==> src/rtl/slowdown_queue_pkg.sv <==
// Shared constants and helpers for the slowdown queue.
package slowdown_queue_pkg;

   // Default fetch-group geometry; these track the decoder's global defines.
   localparam int NUM_FETCH_DEF    = 2;
   localparam int BUFFER_WIDTH_DEF = 155;
   localparam int DEPTH_DEF        = 2;

   // Index width that never collapses to zero bits, so a depth of 1 still
   // gets a usable (always-zero) pointer.
   function automatic int idx_width(input int n);
      return (n > 1) ? $clog2(n) : 1;
   endfunction

endpackage

==> src/rtl/slowdown_queue_lowest_set_index.sv <==
// Fixed-priority select of the lowest set bit of a mask, returned both as a
// one-hot vector and as its binary index. An all-zero mask yields index 0
// and an all-zero one-hot.
module slowdown_queue_lowest_set_index #(
   parameter int WIDTH = 2
) (
   input  logic [WIDTH-1:0]         mask,
   output logic [$clog2(WIDTH)-1:0] index,
   output logic [WIDTH-1:0]         onehot
);

   localparam int IDX_W = $clog2(WIDTH);

   // A bit wins only when every lower bit is clear.
   for (genvar gi = 0; gi < WIDTH; gi++) begin : g_pick
      if (gi == 0) begin : g_first
         assign onehot[gi] = mask[gi];
      end else begin : g_rest
         assign onehot[gi] = mask[gi] & ~(|mask[gi-1:0]);
      end
   end

   // Binary encode of the one-hot winner.
   always_comb begin
      index = '0;
      for (int i = 0; i < WIDTH; i++) begin
         if (onehot[i]) index = index | i[IDX_W-1:0];
      end
   end

endmodule

==> src/rtl/slowdown_queue.sv <==
// Queue of decoded fetch groups that serialises each group into one control
// word per granted output handshake, lowest valid slot first.
module slowdown_queue
   import slowdown_queue_pkg::*;
#(
   parameter int NUM_FETCH    = NUM_FETCH_DEF,
   parameter int BUFFER_WIDTH = BUFFER_WIDTH_DEF,
   parameter int DEPTH        = DEPTH_DEF
) (
   input  logic                              clk,
   input  logic                              rst,
   input  logic                              flush_i,
   input  logic                              in_valid_i,
   output logic                              in_ready_o,
   input  logic [NUM_FETCH-1:0]              in_mask_i,
   input  logic [BUFFER_WIDTH*NUM_FETCH-1:0] in_control_signals_i,
   output logic                              out_valid_o,
   input  logic                              out_ready_i,
   input  logic                              out_grant_i,
   output logic [BUFFER_WIDTH-1:0]           out_control_signals_o,
   output logic [$clog2(NUM_FETCH)-1:0]      out_slot_o,
   output logic                              out_last_o,
   output logic [$clog2(DEPTH):0]            count_o
);

   localparam int SLOT_W = $clog2(NUM_FETCH);
   localparam int PTR_W  = idx_width(DEPTH);
   localparam int CNT_W  = $clog2(DEPTH) + 1;

   // Masks are control state and are reset; payloads are plain storage.
   logic [NUM_FETCH-1:0]              mask_reg    [DEPTH];
   logic [BUFFER_WIDTH*NUM_FETCH-1:0] payload_mem [DEPTH];

   logic [PTR_W-1:0] rd_ptr_reg, rd_ptr_next;
   logic [PTR_W-1:0] wr_ptr_reg, wr_ptr_next;
   logic [CNT_W-1:0] count_reg, count_next;

   logic [NUM_FETCH-1:0]              head_mask;
   logic [BUFFER_WIDTH*NUM_FETCH-1:0] head_payload;
   logic [BUFFER_WIDTH-1:0]           head_words [NUM_FETCH];
   logic [SLOT_W-1:0]                 head_idx;
   logic [NUM_FETCH-1:0]              head_onehot;
   logic                              head_single;
   logic                              retire;
   logic                              pop;
   logic                              accept;

   function automatic logic [PTR_W-1:0] ptr_inc(input logic [PTR_W-1:0] p);
      if (DEPTH == 1) return '0;
      return (p == PTR_W'(DEPTH - 1)) ? '0 : p + 1'b1;
   endfunction

   assign head_mask    = mask_reg[rd_ptr_reg];
   assign head_payload = payload_mem[rd_ptr_reg];

   slowdown_queue_lowest_set_index #(
      .WIDTH (NUM_FETCH)
   ) u_lsi (
      .mask   (head_mask),
      .index  (head_idx),
      .onehot (head_onehot)
   );

   // Slice the head payload into per-slot words.
   for (genvar gi = 0; gi < NUM_FETCH; gi++) begin : g_words
      assign head_words[gi] = head_payload[gi*BUFFER_WIDTH +: BUFFER_WIDTH];
   end

   // Exactly one bit left means this is the group's final word.
   assign head_single = (head_mask != '0) && ((head_mask & (head_mask - 1'b1)) == '0);

   assign out_valid_o           = (count_reg != '0);
   assign out_control_signals_o = head_words[head_idx];
   assign out_slot_o            = head_idx;
   assign out_last_o            = out_valid_o & head_single;
   assign count_o               = count_reg;

   assign retire     = out_valid_o & out_ready_i & out_grant_i;
   assign pop        = retire & out_last_o;
   // A popping head frees its entry this edge, so a full queue can still take
   // a group and back-to-back groups flow without a bubble.
   assign in_ready_o = (count_reg < CNT_W'(DEPTH)) | pop;
   // Empty-mask groups are consumed by the handshake but never stored.
   assign accept     = in_valid_i & in_ready_o & (|in_mask_i);

   // Next pointer and occupancy values for normal operation.
   always_comb begin
      rd_ptr_next = rd_ptr_reg;
      wr_ptr_next = wr_ptr_reg;
      count_next  = count_reg;
      if (pop)    rd_ptr_next = ptr_inc(rd_ptr_reg);
      if (accept) wr_ptr_next = ptr_inc(wr_ptr_reg);
      case ({accept, pop})
         2'b10:   count_next = count_reg + 1'b1;
         2'b01:   count_next = count_reg - 1'b1;
         default: count_next = count_reg;
      endcase
   end

   // Control state: reset and flush both empty the queue; otherwise retire
   // clears the issued slot and accept loads the tail. When a full queue pops
   // and accepts on the same entry, the accept write is last and wins.
   always_ff @(posedge clk) begin
      if (rst || flush_i) begin
         for (int i = 0; i < DEPTH; i++) mask_reg[i] <= '0;
         rd_ptr_reg <= '0;
         wr_ptr_reg <= '0;
         count_reg  <= '0;
      end else begin
         if (retire) mask_reg[rd_ptr_reg] <= head_mask & ~head_onehot;
         if (accept) mask_reg[wr_ptr_reg] <= in_mask_i;
         rd_ptr_reg <= rd_ptr_next;
         wr_ptr_reg <= wr_ptr_next;
         count_reg  <= count_next;
      end
   end

   // Payload storage, written only for groups that are actually queued.
   always_ff @(posedge clk) begin
      if (accept && !flush_i && !rst) payload_mem[wr_ptr_reg] <= in_control_signals_i;
   end

endmodule

==> config.mk <==
export PLATFORM = sky130hd
export DESIGN_NAME = slowdown_queue
export DESIGN_NICKNAME = d
export VERILOG_FILES = /design/src/rtl/slowdown_queue_pkg.sv /design/src/rtl/slowdown_queue_lowest_set_index.sv /design/src/rtl/slowdown_queue.sv
export SDC_FILE = /design/constraint.sdc
export NUM_CORES = 1
export LEC_CHECK = 0
export CORE_MARGIN = 2
export CORE_UTILIZATION = 26
export CTS_BUF_LIST = sky130_fd_sc_hd__clkbuf_8 sky130_fd_sc_hd__clkbuf_16
export DETAILED_ROUTE_END_ITERATION = 16
export HOLD_SLACK_MARGIN = 0.03
export PLACE_DENSITY = 0.56
export SYNTH_ARGS = -nofsm -noshare
export SYNTH_HDL_FRONTEND = slang
export SYNTH_SLANG_ARGS = --single-unit
==> constraint.sdc <==
create_clock -name clk -period 40.7 [get_ports clk]
set_input_delay 6.105 -clock clk [delete_from_list [all_inputs] [get_ports clk]]
set_output_delay 6.105 -clock clk [all_outputs]
set_load 0.01 [all_outputs]
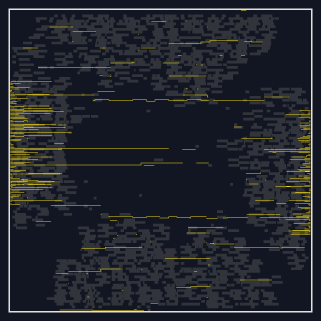
Figure 1: run 1, signal wires on met3.
(1 px per um) Cells faint in the background.
The layer carries 4360 um of wire. The wires run mostly horizontal. The longest straight run is 158 um. The layer holds 8.1% of the routed length. 212 nets have wire on it.
met3 Use GR: 4.21%
Vias: 10900

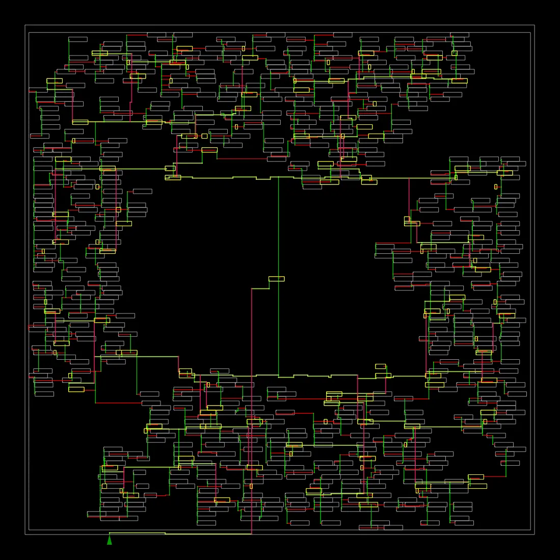
Figure 2: run 1, the clock network.
clock buf count: 74
Skew-Pair Late Insertion Delay: 0.60 ns
Clk. pwr: 0.618 mW
Layout Skew: 0.0187 ns
Clock Sinks: 629

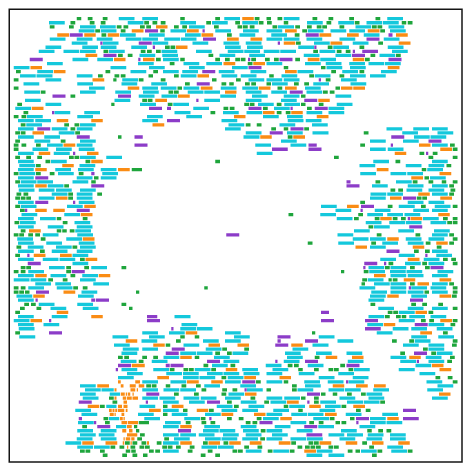
Figure 3: run 1, placed cells, one colour a class.
(1.5 px per um)
Orange stands for remaining logic cells, cells 198, share of their area 13%. Cyan stands for sequential cells, cells 629, share of their area 63%. Green stands for remaining buffers and delay cells, cells 492, share of their area 16%. Purple stands for clock drivers and dummy loads, cells 128, share of their area 7.7%.
final instance area: 31300 um2
final core occ: 36.0%
FP Rows: 108
flop share of the area: 60.1%

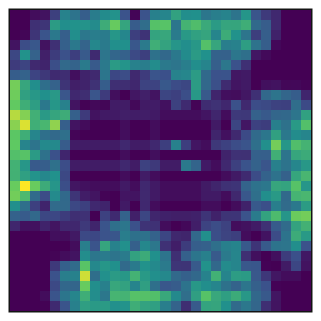
Figure 4: run 1, wire density map.
(1 px per um) The die is cut into 30 by 30 equal tiles; dark purple is low, yellow is high, scaled to the fullest tile. Values are wire area over tile area, all layers added.
The mean over all tiles is 0.096. The fullest tile reaches 0.36. 17% of the tiles are over half the peak. The emptiest ninth of the die: middle.

==> run 1: worst register-to-register path, delay by kind of cell (launching register included) <==
family                     cells  cell delay (ns)
buffers and inverters          4             3.39
AOI/OAI and AO/OA              1             0.29
DFF                            1             0.86
and+or+nand+nor                1             0.31
muxes                          1             0.53
adders and majority gates      1             0.28
==> run 1: final cells by class <==
class | count | area, um2
fill | 8021 | 55700
sequential | 629 | 18800
timing repair buffer | 492 | 4910
multi-input combinational | 195 | 3830
clock buffer | 74 | 1850
tap | 1155 | 1450
clock inverter | 54 | 435
inverter | 3 | 11.3
antenna | 3 | 7.51
==> run 1: routing by layer <==
metal | up-vias | GRT usage, %
met4 | 6 | 3.86
met3 | 86 | 4.21
met1 | 5689 | 12.2
met5 | - | 0
met2 | 323 | 21.1
li1 | 4839 | -
==> Changelog: implementation, run 1 <==
## Flow update

- OpenROAD warning count: 30
- WL per Instance: approximately 21 um
- Count leader, synth: edfxtp_1
- # Cells Yosys: about 860
- Most common cell on crit path: clkdlybuf4s50_1
- Number of enable flip-flop cells: 624
- Antenna violations before repair: 6
- Final Net Count: 1714
- Commonest cells post-synth: 624 x edfxtp_1, 155 x mux4_2, 16 x buf_6
- Crit path buf inv count: 2
- Worst Hold Class: reg2reg
- Static Leak: roughly 10 nW
- Top cell type by total area after synthesis: edfxtp_1
- Max_cap viols: 0
- Cell depth of the worst min-delay path: 2
- Mapped Area: 22900 um2
- Initial Util: a little over a quarter
- Worst EP arrival: between 7 and 8 ns
- Cells along the critical path: clkdlybuf4s50_1, nand3b_1, nand2_1, clkdlybuf4s50_1
- FF-to-FF End: payload_mem[1][90]
- Largest cells by area after synthesis: edfxtp_1 82%, mux4_2 15%, buf_6 0.79%, dfxtp_1 0.44%, buf_2 0.20%
- Metal3 WL: roughly 4.4 mm
- Setup Total Neg Slack: 0 ns
- Biggest consumer: registers
- Final HPWL DP: 34.9 mm
- Primary FF master, synth: edfxtp_1
- Status: finished, final reports clean
- DRC: 0
- Fin Hold WS: between 0.5 and 0.6 ns
- Synth Seq Share: 82.2%
- Global route overflow: 0
- CP Class: in2out
- Initial DRT Pass Iterations: 4
- CTS Buffer Depth: 3
- WL met2: 29.1 mm
- Htree depth: 3
- Post-CTS Setup Bufs: 0
- Worst Max-Slew Pin Slew: 1.12 ns
- Yosys chip area: 22900 um2
- Critical Path Fanout Max: 4
- Number of flip-flops in the largest register: about 620
- Relative slew slack: 25.4%
- Final Instance Count excl. Fillers: 2605
- Share of layout cells above drive strength 1: 19.1%
- Vias/cell: 4.20
- Final period utilization: between 30% and 40%
- Combinational fraction of design power: 6.3%
- Nature of the critical path startpoint: primary input
- AND/OR/NAND/NOR Cells, Area Fraction: 0.480%
- Final WS setup: about 27 ns
- Syn. warnings: 0
- Synth Instances: 862
- DP Area: 29000 um2
- GPL Wtd Cong: roughly 0.73
- Clk root buf: clkbuf_16
- Data required, critical path: roughly 35 ns
- Cts hold-fix bufs: 0
- NetSw: 0.292 mW
- Routed Antenna Nets: 0
- Adder share: less than 1%
- Dpl ws: 27.06 ns
- I/O Buffers: 478
- Iter 0 DRT Violations: 574
- Clock network power share: 43.1%
==> inputs of run 2 (changes only) <==
--- a/config.mk
+++ b/config.mk
@@ -10,7 +10,7 @@
 export CTS_BUF_LIST = sky130_fd_sc_hd__clkbuf_8 sky130_fd_sc_hd__clkbuf_16
 export DETAILED_ROUTE_END_ITERATION = 16
 export HOLD_SLACK_MARGIN = 0.03
-export PLACE_DENSITY = 0.56
+export PLACE_DENSITY = 0.58
 export SYNTH_ARGS = -nofsm -noshare
 export SYNTH_HDL_FRONTEND = slang
 export SYNTH_SLANG_ARGS = --single-unit
==> constraint.sdc (replaced) <==
create_clock -name clk -period 11.57 [get_ports clk]
set_input_delay 1.7355 -clock clk [delete_from_list [all_inputs] [get_ports clk]]
set_output_delay 1.7355 -clock clk [all_outputs]
set_load 0.01 [all_outputs]
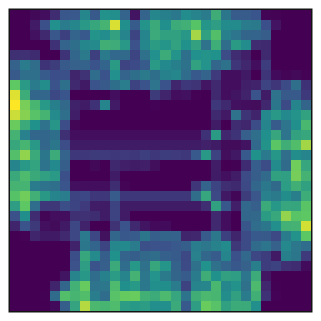
Figure 5: run 2, wire density map.
(1 px per um) The die is cut into 30 by 30 equal tiles; dark purple is low, yellow is high, scaled to the fullest tile. Values are wire area over tile area, all layers added.
Routed WL: 53.1 mm
all-layer global routing usage: 11.5%
WL per Instance: 20.4 um

==> Changelog: implementation, run 2 <==
## Flow update

- #MultiIn Comb: about 200
- Final core occ: 35.9%
- DRC: 0
- Antenna violations before repair: 13
- Combinational fraction of design power: under 10%
- Worst Max-Slew Pin Slew: 1.22 ns
- Final WS setup: between 5 and 6 ns
- Biggest consumer: registers
- GPL Wtd Cong: about 0.76
- Static Leak: 9.75 nW
- Syn. warnings: 0
- Metal3 WL: roughly 4.6 mm
- Top cell type by total area after synthesis: edfxtp_1
- Cts hold-fix bufs: 0
- # Cells Yosys: 862
- Status: finished, final reports clean
- Relative slew slack: 18.5%
- OpenROAD warning count: 29
- Data required, critical path: 9.83 ns
- DP Area: 29000 um2
- Comb area share: approximately an eighth
- Number of flip-flops in the largest register: 620
- Critical Path Fanout Max: around 61
- Inverters: 3
- Flop share of the area: 60.3%
- Fin Hold WS: 0.557 ns
- Crit path buf inv count: 2
- WL met2: 27.5 mm
- ClkCell Share: 7.11%
- FP Rows: 108
- Primary FF master, synth: edfxtp_1
- Clock buf count: 75
- GR Util met2: 19.6%
- Fillers: 8049
- Number of enable flip-flop cells: 624
- Mapped Area: 22900 um2
- Vias/cell: 4.21
- Count leader, synth: edfxtp_1
- Cells along the critical path: mux2i_1, ha_4, buf_4, mux4_2, clkdlybuf4s50_1
- Share of layout cells above drive strength 1: 19.0%
- Clock Sinks: between 600 and 700
- Clk root buf: clkbuf_16
- Iter 0 DRT Violations: about 560
- Layout Skew: 0.0218 ns
- Skew-Pair Late Insertion Delay: 0.59 ns
- Post-CTS Setup Bufs: 0
- Vias: approximately 11000
- Grt peak-use layer: met2
- Yosys chip area: 22900 um2
- Routed Antenna Nets: 0
- CP Class: reg2out
- M1 GR Usage: 12.5%
- Final period utilization: 54.2%
- Commonest cells post-synth: 624 x edfxtp_1, 155 x mux4_2, 16 x buf_6
- Global route overflow: 0
- Largest cells by area after synthesis: edfxtp_1 82%, mux4_2 15%, buf_6 0.79%, dfxtp_1 0.44%, buf_2 0.20%
- Synth Instances: ~860
- Synth Seq Share: 82.2%
- Leading cell kind: sequential cells
- Well Taps: 1155
- Final Instance Count excl. Fillers: 2606
- Worst Hold Class: reg2reg
- # diodes: 6
- Comb area: 3830 um2
- CTS Buffer Depth: 3
- Dpl ws: around 5.8 ns
- Met3 Use GR: 4.60%
- Initial DRT Pass Iterations: 5
- Setup Total Neg Slack: 0 ns
- Flop count: between 600 and 700
run 2: cell counts after synthesis:
No cell type changed its count.
run 2: path summary, 6_finish.rpt:
| check | from | end | slack (ns) | cells after the start |
|---|---|---|---|---|
| hold reg to reg | rd_ptr_reg | flip-flop | 0.56 | 2 |
| setup reg to reg | flip-flop | payload_mem[0][110] | 6.62 | 7 |
| hold / removal | rd_ptr_reg | flip-flop | 0.56 | 2 |
| setup / recovery | flip-flop | out_control_signals_o[94] | 5.29 | 5 |
run 2: cells by family (layout without fill, tap and decap cells):
family	Yosys count	in the layout	share of synthesized area, %
and+or+nand+nor	18	18	0.480
adders and majority gates	3	3	0.164
xor gates and xnor gates	2	2	0.0764
AOI/OAI and AO/OA	12	12	0.404
DFF	629	629	82.2
other	0	6	0
buffers and inverters	38	621	1.23
muxes	160	160	15.5
Power and IR drop assume default switching activity.
